## config.mk

```make
export PLATFORM = sky130hd
export DESIGN_NAME = group_a_mode1_handshake
export DESIGN_NICKNAME = d
export VERILOG_FILES = /design/src/rtl/ppi_pkg.sv /design/src/rtl/edge_sync.sv /design/src/rtl/group_a_mode1_handshake.sv
export SDC_FILE = /design/constraint.sdc
export NUM_CORES = 1
export LEC_CHECK = 0
export CAP_MARGIN = 0
export CORE_MARGIN = 2
export CORE_UTILIZATION = 35
export DETAILED_ROUTE_END_ITERATION = 10
export GPL_ROUTABILITY_DRIVEN = 0
export HOLD_SLACK_MARGIN = 0.1
export PLACE_DENSITY = 0.65
export SLEW_MARGIN = 20
export SYNTH_ARGS = -nofsm -noshare
export SYNTH_HDL_FRONTEND = slang
export SYNTH_SLANG_ARGS = --single-unit
```

## constraint.sdc

```tcl
create_clock -name clk -period 3.4 [get_ports clk]
set_input_delay 0.68 -clock clk [delete_from_list [all_inputs] [get_ports clk]]
set_output_delay 0.68 -clock clk [all_outputs]
set_load 0.1 [all_outputs]
```

## src/rtl/ppi_pkg.sv

```systemverilog
// Shared definitions for the 8255-style Group A port A sequencer:
// control-word field positions, mode codes, PC bit indices and FSM states.
package ppi_pkg;

    localparam int MODE_FLAG  = 7;
    localparam int GA_MODE_HI = 6;
    localparam int GA_MODE_LO = 5;
    localparam int PA_DIR     = 4;
    localparam int BSR_SEL_HI = 3;
    localparam int BSR_SEL_LO = 1;
    localparam int BSR_VAL    = 0;

    localparam logic [1:0] GA_MODE0 = 2'b00;
    localparam logic [1:0] GA_MODE1 = 2'b01;

    localparam logic [2:0] PC_INTE_IN  = 3'd4;
    localparam logic [2:0] PC_INTE_OUT = 3'd6;

    typedef enum logic [2:0] {
        M0_IN     = 3'd0,
        M0_OUT    = 3'd1,
        IN_EMPTY  = 3'd2,
        IN_FULL   = 3'd3,
        OUT_EMPTY = 3'd4,
        OUT_FULL  = 3'd5
    } pa_state_t;

    // Modes 1x are handled as Mode 1, so anything other than 00 is strobed.
    function automatic pa_state_t mode_set_state(input logic [7:0] word);
        logic strobed;
        strobed = (word[GA_MODE_HI:GA_MODE_LO] != GA_MODE0);
        if (word[PA_DIR])
            return strobed ? IN_EMPTY : M0_IN;
        else
            return strobed ? OUT_EMPTY : M0_OUT;
    endfunction

endpackage

```

## src/rtl/edge_sync.sv

```systemverilog
// Multi-flop synchronizer for an asynchronous active-low pin followed by an
// edge detector producing one-cycle fall/rise pulses.
module edge_sync #(
    parameter int SYNC_STAGES = 2
) (
    input  logic clk,
    input  logic rst_n,
    input  logic din,
    output logic fall,
    output logic rise
);

    logic [SYNC_STAGES-1:0] sync_reg;
    logic                   prev_reg;

    // Pins idle high, so the chain resets to 1 to avoid a spurious edge.
    always_ff @(posedge clk) begin
        if (!rst_n) begin
            sync_reg[0] <= 1'b1;
        end else begin
            sync_reg[0] <= din;
        end
    end

    generate
        for (genvar gi = 1; gi < SYNC_STAGES; gi++) begin : g_stage
            always_ff @(posedge clk) begin
                if (!rst_n) begin
                    sync_reg[gi] <= 1'b1;
                end else begin
                    sync_reg[gi] <= sync_reg[gi-1];
                end
            end
        end
    endgenerate

    always_ff @(posedge clk) begin
        if (!rst_n) begin
            prev_reg <= 1'b1;
        end else begin
            prev_reg <= sync_reg[SYNC_STAGES-1];
        end
    end

    assign fall = prev_reg & ~sync_reg[SYNC_STAGES-1];
    assign rise = ~prev_reg & sync_reg[SYNC_STAGES-1];

endmodule

```

## src/rtl/group_a_mode1_handshake.sv

```systemverilog
// Group A port A sequencer: control-word decode, port A data latch and the
// Mode 1 STB/IBF and OBF/ACK handshakes with INTR generation.
module group_a_mode1_handshake
    import ppi_pkg::*;
#(
    parameter int SYNC_STAGES = 2
) (
    input  logic       clk,
    input  logic       rst_n,
    input  logic       ctrl_wr,
    input  logic [7:0] ctrl_word,
    input  logic       rd_a,
    input  logic       wr_a,
    input  logic [7:0] cpu_din,
    output logic [7:0] cpu_dout,
    input  logic [7:0] pa_in,
    output logic [7:0] pa_out,
    output logic       pa_oe,
    input  logic       stb_n,
    input  logic       ack_n,
    output logic       ibf,
    output logic       obf_n,
    output logic       intr,
    output logic       inte_a,
    output logic       mode1,
    output logic       ovr_err
);

    pa_state_t state_reg;
    logic      pend_reg;
    logic      stb_fall, stb_rise, ack_fall, ack_rise;
    logic      bsr_hits_inte;
    logic [2:0] bsr_sel;

    edge_sync #(.SYNC_STAGES(SYNC_STAGES)) u_stb_sync (
        .clk   (clk),
        .rst_n (rst_n),
        .din   (stb_n),
        .fall  (stb_fall),
        .rise  (stb_rise)
    );

    edge_sync #(.SYNC_STAGES(SYNC_STAGES)) u_ack_sync (
        .clk   (clk),
        .rst_n (rst_n),
        .din   (ack_n),
        .fall  (ack_fall),
        .rise  (ack_rise)
    );

    assign bsr_sel = ctrl_word[BSR_SEL_HI:BSR_SEL_LO];

    // Only the INTE bit belonging to the active Mode 1 direction is owned here.
    always_comb begin
        bsr_hits_inte = 1'b0;
        case (state_reg)
            IN_EMPTY, IN_FULL:   bsr_hits_inte = (bsr_sel == PC_INTE_IN);
            OUT_EMPTY, OUT_FULL: bsr_hits_inte = (bsr_sel == PC_INTE_OUT);
            default:             bsr_hits_inte = 1'b0;
        endcase
    end

    // pend_reg remembers that the interrupt condition is met, so that a later
    // INTE change can re-evaluate intr without another peripheral edge.
    always_ff @(posedge clk) begin
        if (!rst_n) begin
            state_reg <= M0_IN;
            pend_reg  <= 1'b0;
            mode1     <= 1'b0;
            pa_oe     <= 1'b0;
            pa_out    <= 8'h00;
            cpu_dout  <= 8'h00;
            ibf       <= 1'b0;
            obf_n     <= 1'b1;
            intr      <= 1'b0;
            inte_a    <= 1'b0;
            ovr_err   <= 1'b0;
        end else begin
            ovr_err <= 1'b0;
            if (ctrl_wr) begin
                if (ctrl_word[MODE_FLAG]) begin
                    state_reg <= mode_set_state(ctrl_word);
                    mode1     <= (ctrl_word[GA_MODE_HI:GA_MODE_LO] != GA_MODE0);
                    pa_oe     <= ~ctrl_word[PA_DIR];
                    pa_out    <= 8'h00;
                    ibf       <= 1'b0;
                    obf_n     <= 1'b1;
                    intr      <= 1'b0;
                    inte_a    <= 1'b0;
                    pend_reg  <= 1'b0;
                end else if (bsr_hits_inte) begin
                    inte_a <= ctrl_word[BSR_VAL];
                    intr   <= ctrl_word[BSR_VAL] & pend_reg;
                end
            end else begin
                case (state_reg)
                    M0_IN: begin
                        cpu_dout <= pa_in;
                    end
                    M0_OUT: begin
                        if (wr_a) pa_out <= cpu_din;
                    end
                    IN_EMPTY: begin
                        if (stb_fall) begin
                            cpu_dout  <= pa_in;
                            ibf       <= 1'b1;
                            state_reg <= IN_FULL;
                        end
                    end
                    IN_FULL: begin
                        if (rd_a) begin
                            intr     <= 1'b0;
                            pend_reg <= 1'b0;
                            // A strobe landing on the read refills the buffer at once.
                            if (stb_fall) begin
                                cpu_dout <= pa_in;
                            end else begin
                                ibf       <= 1'b0;
                                state_reg <= IN_EMPTY;
                            end
                        end else begin
                            if (stb_fall) ovr_err <= 1'b1;
                            if (stb_rise) begin
                                pend_reg <= 1'b1;
                                intr     <= inte_a;
                            end
                        end
                    end
                    OUT_EMPTY: begin
                        if (wr_a) begin
                            pa_out    <= cpu_din;
                            obf_n     <= 1'b0;
                            intr      <= 1'b0;
                            pend_reg  <= 1'b0;
                            state_reg <= OUT_FULL;
                        end
                    end
                    OUT_FULL: begin
                        if (wr_a) begin
                            pa_out   <= cpu_din;
                            obf_n    <= 1'b0;
                            intr     <= 1'b0;
                            pend_reg <= 1'b0;
                        end else if (ack_rise) begin
                            obf_n     <= 1'b1;
                            pend_reg  <= 1'b1;
                            intr      <= inte_a;
                            state_reg <= OUT_EMPTY;
                        end else if (ack_fall) begin
                            obf_n <= 1'b1;
                        end
                    end
                    default: begin
                        state_reg <= M0_IN;
                    end
                endcase
            end
        end
    end

endmodule

```

==> run_1/placed.png <==
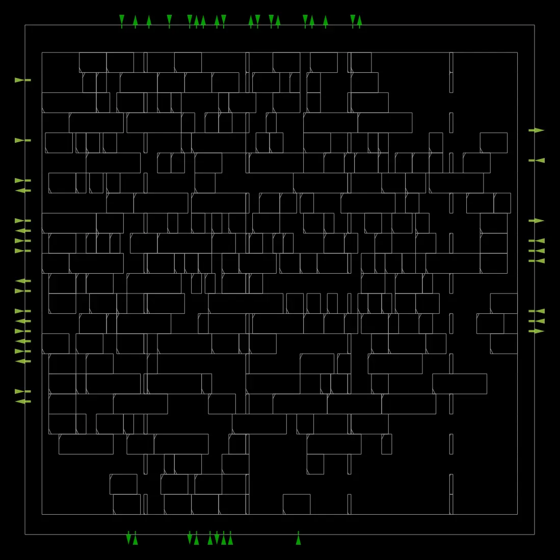
number of non-filler instances in the completed layout: 269
final core area utilization: 52.11%
Seq area share: 31.47%
number of well taps: 50
number of placement rows: 23

==> run_1/route_heat.png <==
14 x 14 tiles, from black (low) to pale yellow (high), scaled to the fullest tile. Values are wire area over tile area, all layers added.
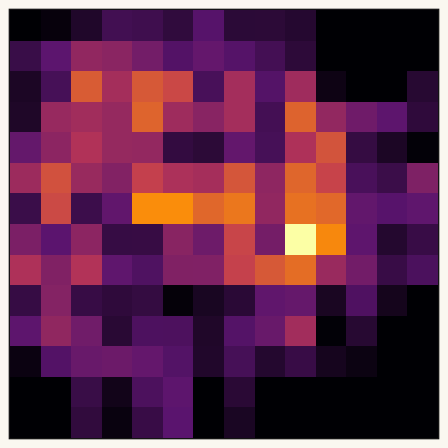
mean over tiles: 0.11
fullest tile: 0.46
nearly empty tiles: 19%
via count of the routed design: 1321
Routed WL per cell: 12.00 microns
global routing usage summed across all routing layers: 14.48%
Total Wirelength: 3227 microns

==> run_1/port_trees.png <==
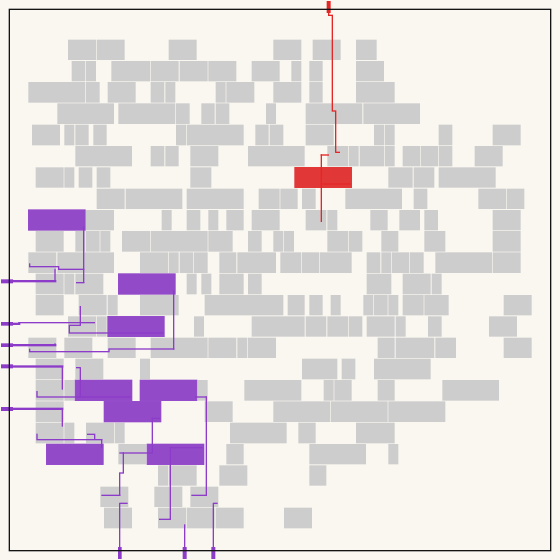
legend:
  purple:
    port: `cpu_dout`
    direction: output
    edge: 5 left, 3 bottom
    end_cells: 8
    buffers: 8
    wire: 191 microns
  red:
    port: `obf_n`
    direction: output
    edge: top
    end_cells: 1
    buffers: 1
    wire: 32.4 microns

==> run_1/m3.png <==
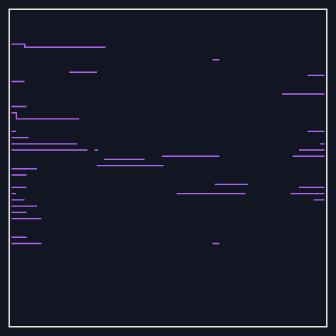
wire length on this layer: 223 microns
share of all routed wire: 6.9%

==> notes.md, run 1 <==
Flow results follow.

For the worst min-delay path, the startpoint reported by OpenROAD is u_ack_sync.sync_reg[0]. The number of clock buffers in the layout is 6. The Yosys warning count is 0. The final total negative setup slack is 0 ps. The fraction of cell area in multi-input combinational cells is reported as between 30% and 40%. Setup repair after global routing left no endpoint under its margin. The number of flops mapped to enable cells by yosys is 0. In the hold timing report, the worst path depth is 1.

Per report_power, the sequential group accounts for 47.4% of the total. The part of the Yosys area used for sequential elements is approximately 45%. The analysis reports a worst IR drop on VDD of 0.0002592 V. The share of layout cells above drive strength 1 is 6.849%. The final layout report lists a filler cell count of ~420. The highest achievable clock rate is 408.5 MHz. The area after detailed placement is 2017 sq um. The flow ran to the end, and the final reports show no timing, DRC or antenna violations. The report lists the power per cell area as 412.7 nW/um^2. The synthesis area per yosys is 1479 sq um. The hold path endpoint is u_ack_sync.sync_reg[1]. Per the synth stats, the flop cell with the highest instance count is sky130_fd_sc_hd__dfxtp_1. The met1 track utilization from global routing is 17.64%. Per the placement log, port buffering inserted 53 buffers.
==> run_1/ff_map.png <==
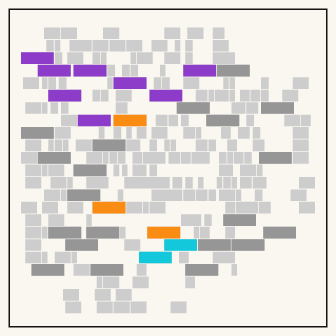

--- run 2 (diff from run 1) ---
==> constraint.sdc (replaced) <==
create_clock -name clk -period 2.3 [get_ports clk]
set_input_delay 0.46 -clock clk [delete_from_list [all_inputs] [get_ports clk]]
set_output_delay 0.46 -clock clk [all_outputs]
set_load 0.1 [all_outputs]
==> run_2/ff_map.png <==
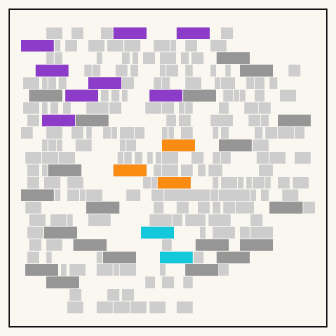
legend:
  orange:
    signal: `state_reg`
    placed_flops: 3
  cyan:
    signal: `u_ack_sync.sync_reg`
    placed_flops: 2
  purple:
    signal: `pa_out`
    placed_flops: 8
not colored: 20

==> run_2/route_heat.png <==
14 x 14 tiles, from black (low) to pale yellow (high), scaled to the fullest tile. Values are wire area over tile area, all layers added.
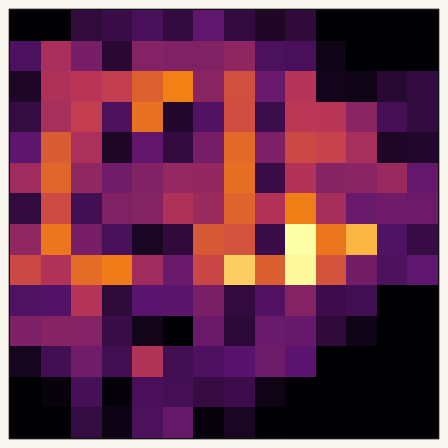
tiles over half the peak: 15%
densest ninth of the die: middle
emptiest ninth of the die: bottom right
fullest tile: 0.41
nearly empty tiles: 18%
mean over tiles: 0.11
Total Wirelength: 3259 microns
Routed WL per cell: 11.85 microns

==> run_2/port_trees.png <==
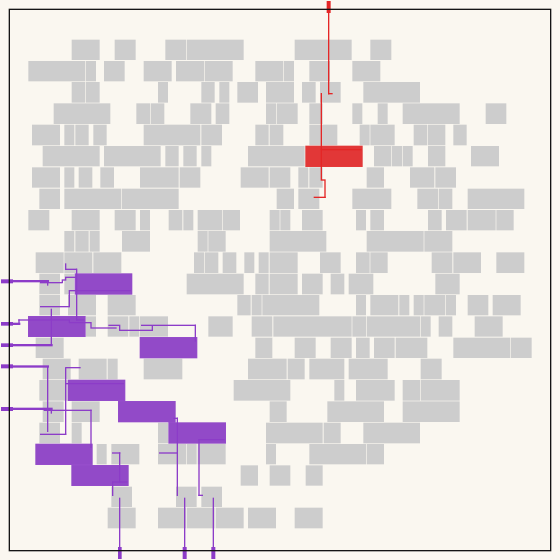
legend:
  red:
    port: `obf_n`
    direction: output
    edge: top
    end_cells: 1
    buffers: 1
    wire: 31.1 microns
  purple:
    port: `cpu_dout`
    direction: output
    edge: 5 left, 3 bottom
    end_cells: 8
    buffers: 8
    wire: 173 microns

==> notes.md, run 2 <==
Flow results follow.

The flow ran to the end, and the final reports show no timing, DRC or antenna violations. The instance count along the most critical hold path is 1 (unchanged). The origin of the worst min-delay path is u_stb_sync.sync_reg[0].

The power per unit of standard cell area is 621.0 nW/um^2 (+50%). The highest achievable clock rate is 545.1 MHz. The share of layout cells above drive strength 1 is 18.22% (+11 points). The sequential share of cell area is 31.37% (-0.094 points).

The endpoint of the worst hold path is reported as u_stb_sync.sync_reg[1]. Setup repair after global routing left no endpoint under its margin. The number of flops mapped to enable cells by yosys is 0 (unchanged). The Yosys warning count is 0 (unchanged). The total via count in the routed design is 1343 (+1.7%).

The total number of placement rows came to 23 (unchanged). The final total negative setup slack is 0 ps (unchanged). The area after detailed placement is 2019 sq um (+0.12%). Post-synth the commonest register cell is sky130_fd_sc_hd__dfxtp_1. The final core area utilization is 52.27% (+0.16 points). The part of the Yosys area used for sequential elements came to 44.67% (unchanged). The maximum vdd drop came to 0.0004390 V (+69%). The count of placed standard cells in the final layout, fillers left out was 275 (+2.2%). The number of well-tap cells placed is 50 (unchanged). The number of fillers in the final layout was 416 (-0.48%). The number of buffer cells added on primary ports came to 53 (unchanged). The number of clock buffers in the layout is 7 (+1).
==> run_2/placed.png <==
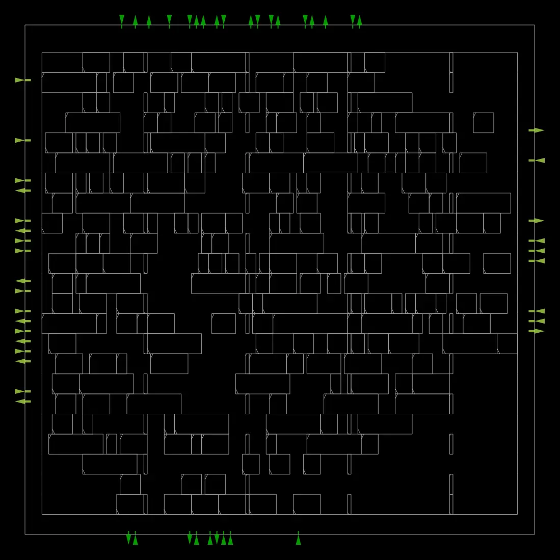

--- run 3 (diff from run 2) ---
--- a/config.mk
+++ b/config.mk
@@ -11,7 +11,7 @@
 export DETAILED_ROUTE_END_ITERATION = 10
 export GPL_ROUTABILITY_DRIVEN = 0
 export HOLD_SLACK_MARGIN = 0.1
-export PLACE_DENSITY = 0.65
+export PLACE_DENSITY = 0.68
 export SLEW_MARGIN = 20
 export SYNTH_ARGS = -nofsm -noshare
 export SYNTH_HDL_FRONTEND = slang
==> constraint.sdc (replaced) <==
create_clock -name clk -period 1.5 [get_ports clk]
set_input_delay 0.3 -clock clk [delete_from_list [all_inputs] [get_ports clk]]
set_output_delay 0.3 -clock clk [all_outputs]
set_load 0.1 [all_outputs]
==> run_3/placed.png <==
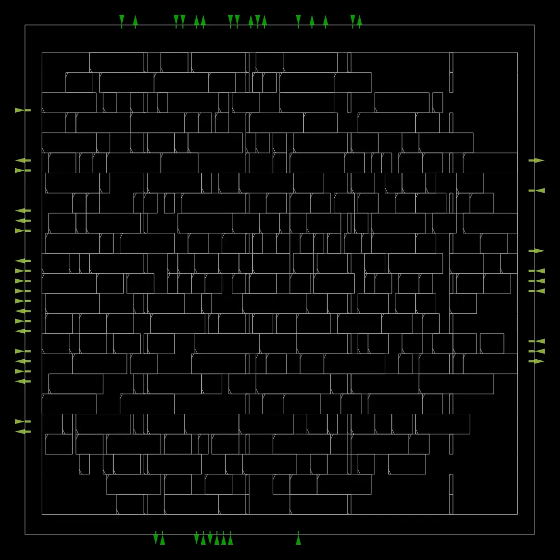
Seq area share: 24.42%
Seq Cell Count: 33
area of the core: 4029 sq um
final core area utilization: 68.79%
number of non-filler instances in the completed layout: 301

==> run_3/port_trees.png <==
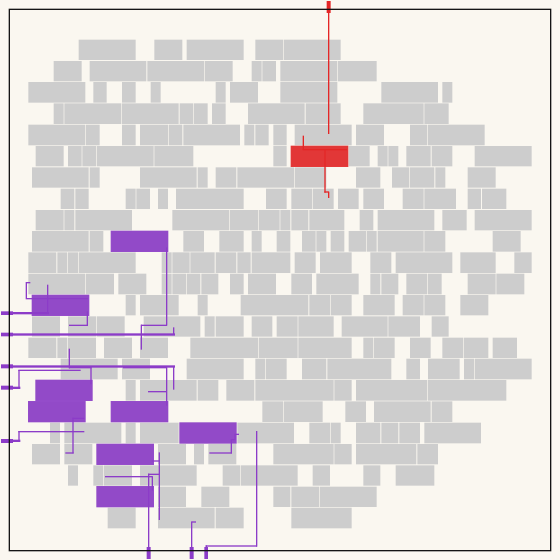
legend:
  purple:
    port: `cpu_dout`
    direction: output
    edge: 5 left, 3 bottom
    end_cells: 8
    buffers: 8
    wire: 189 microns
  red:
    port: `obf_n`
    direction: output
    edge: top
    end_cells: 1
    buffers: 1
    wire: 29.4 microns

==> notes.md, run 3 <==
Flow results follow.

The number of buffer cells added on primary ports is 53 (unchanged). The report puts the cell count of the worst reg-to-reg path at 7. The final total negative setup slack is -14.80 ps (-14.80 ps). The required time of the critical path is about 1700 ps.

In this run the clock root is driven by a sky130_fd_sc_hd__clkbuf_8. The number of flops mapped to enable cells by yosys came to 0 (unchanged). The number of well-tap cells placed is 50 (unchanged).

The number of vias per cell after detailed routing is slightly below 5. The final reports fail on setup timing. The highest achievable clock rate is 660.2 MHz.

The number of fillers in the final layout came to 321 (-23%). The power per unit of standard cell area came to 797.8 nW/um^2 (+28%). The width of the chip is 69.01 microns. The total via count in the routed design is 1491 (+11%). The wire length on met1 is 1663 microns. The final wirelength is 4007 microns (+23%). The hold path endpoint is u_stb_sync.sync_reg[1]. The number of clock buffers in the layout is 7 (unchanged). In the final report, the number of endpoints failing setup comes to 1. Setup repair after global routing could not meet its margin everywhere.

The launch point of the worst min-delay path is recorded as u_stb_sync.sync_reg[0]. The part of the Yosys area used for sequential elements is 44.67% (unchanged). The flow ran to the end, but the final reports show violations. The Yosys warning count is 0 (unchanged).

Sorting the synthesized cells by area gives the leading types as sky130_fd_sc_hd__dfxtp_1 45%, sky130_fd_sc_hd__mux2i_1 7.4%, sky130_fd_sc_hd__nor2_1 4.8%. The maximum vdd drop is 0.0007496 V (+71%). The share of layout cells above drive strength 1 is 37.45% (+19 points). The number of antenna violations at the first check in global routing came to 0. The detailed router's first-iteration violation count is 53. The final critical-path setup slack is -14.80 ps. The predominant post-synthesis flop cell is sky130_fd_sc_hd__dfxtp_1.

The routed length per placed instance was 13.31 microns (+12%). The area after detailed placement was 2484 sq um (+23%). STA on the placed design reports a worst setup slack of -378.7 ps. The final timing report lists a max-slew violation count of 0. The instance count along the most critical hold path is 1 (unchanged).
==> run_3/ff_map.png <==
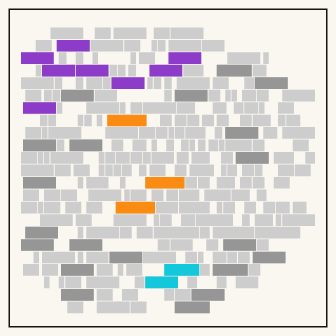
legend:
  orange:
    signal: `state_reg`
    placed_flops: 3
  cyan:
    signal: `u_ack_sync.sync_reg`
    placed_flops: 2
  purple:
    signal: `pa_out`
    placed_flops: 8
not colored: 20
storage element area: 676.9 sq um
power consumed by sequential cells: 0.000933 W

No activity file was given, so power comes from the tool's default toggle rates.
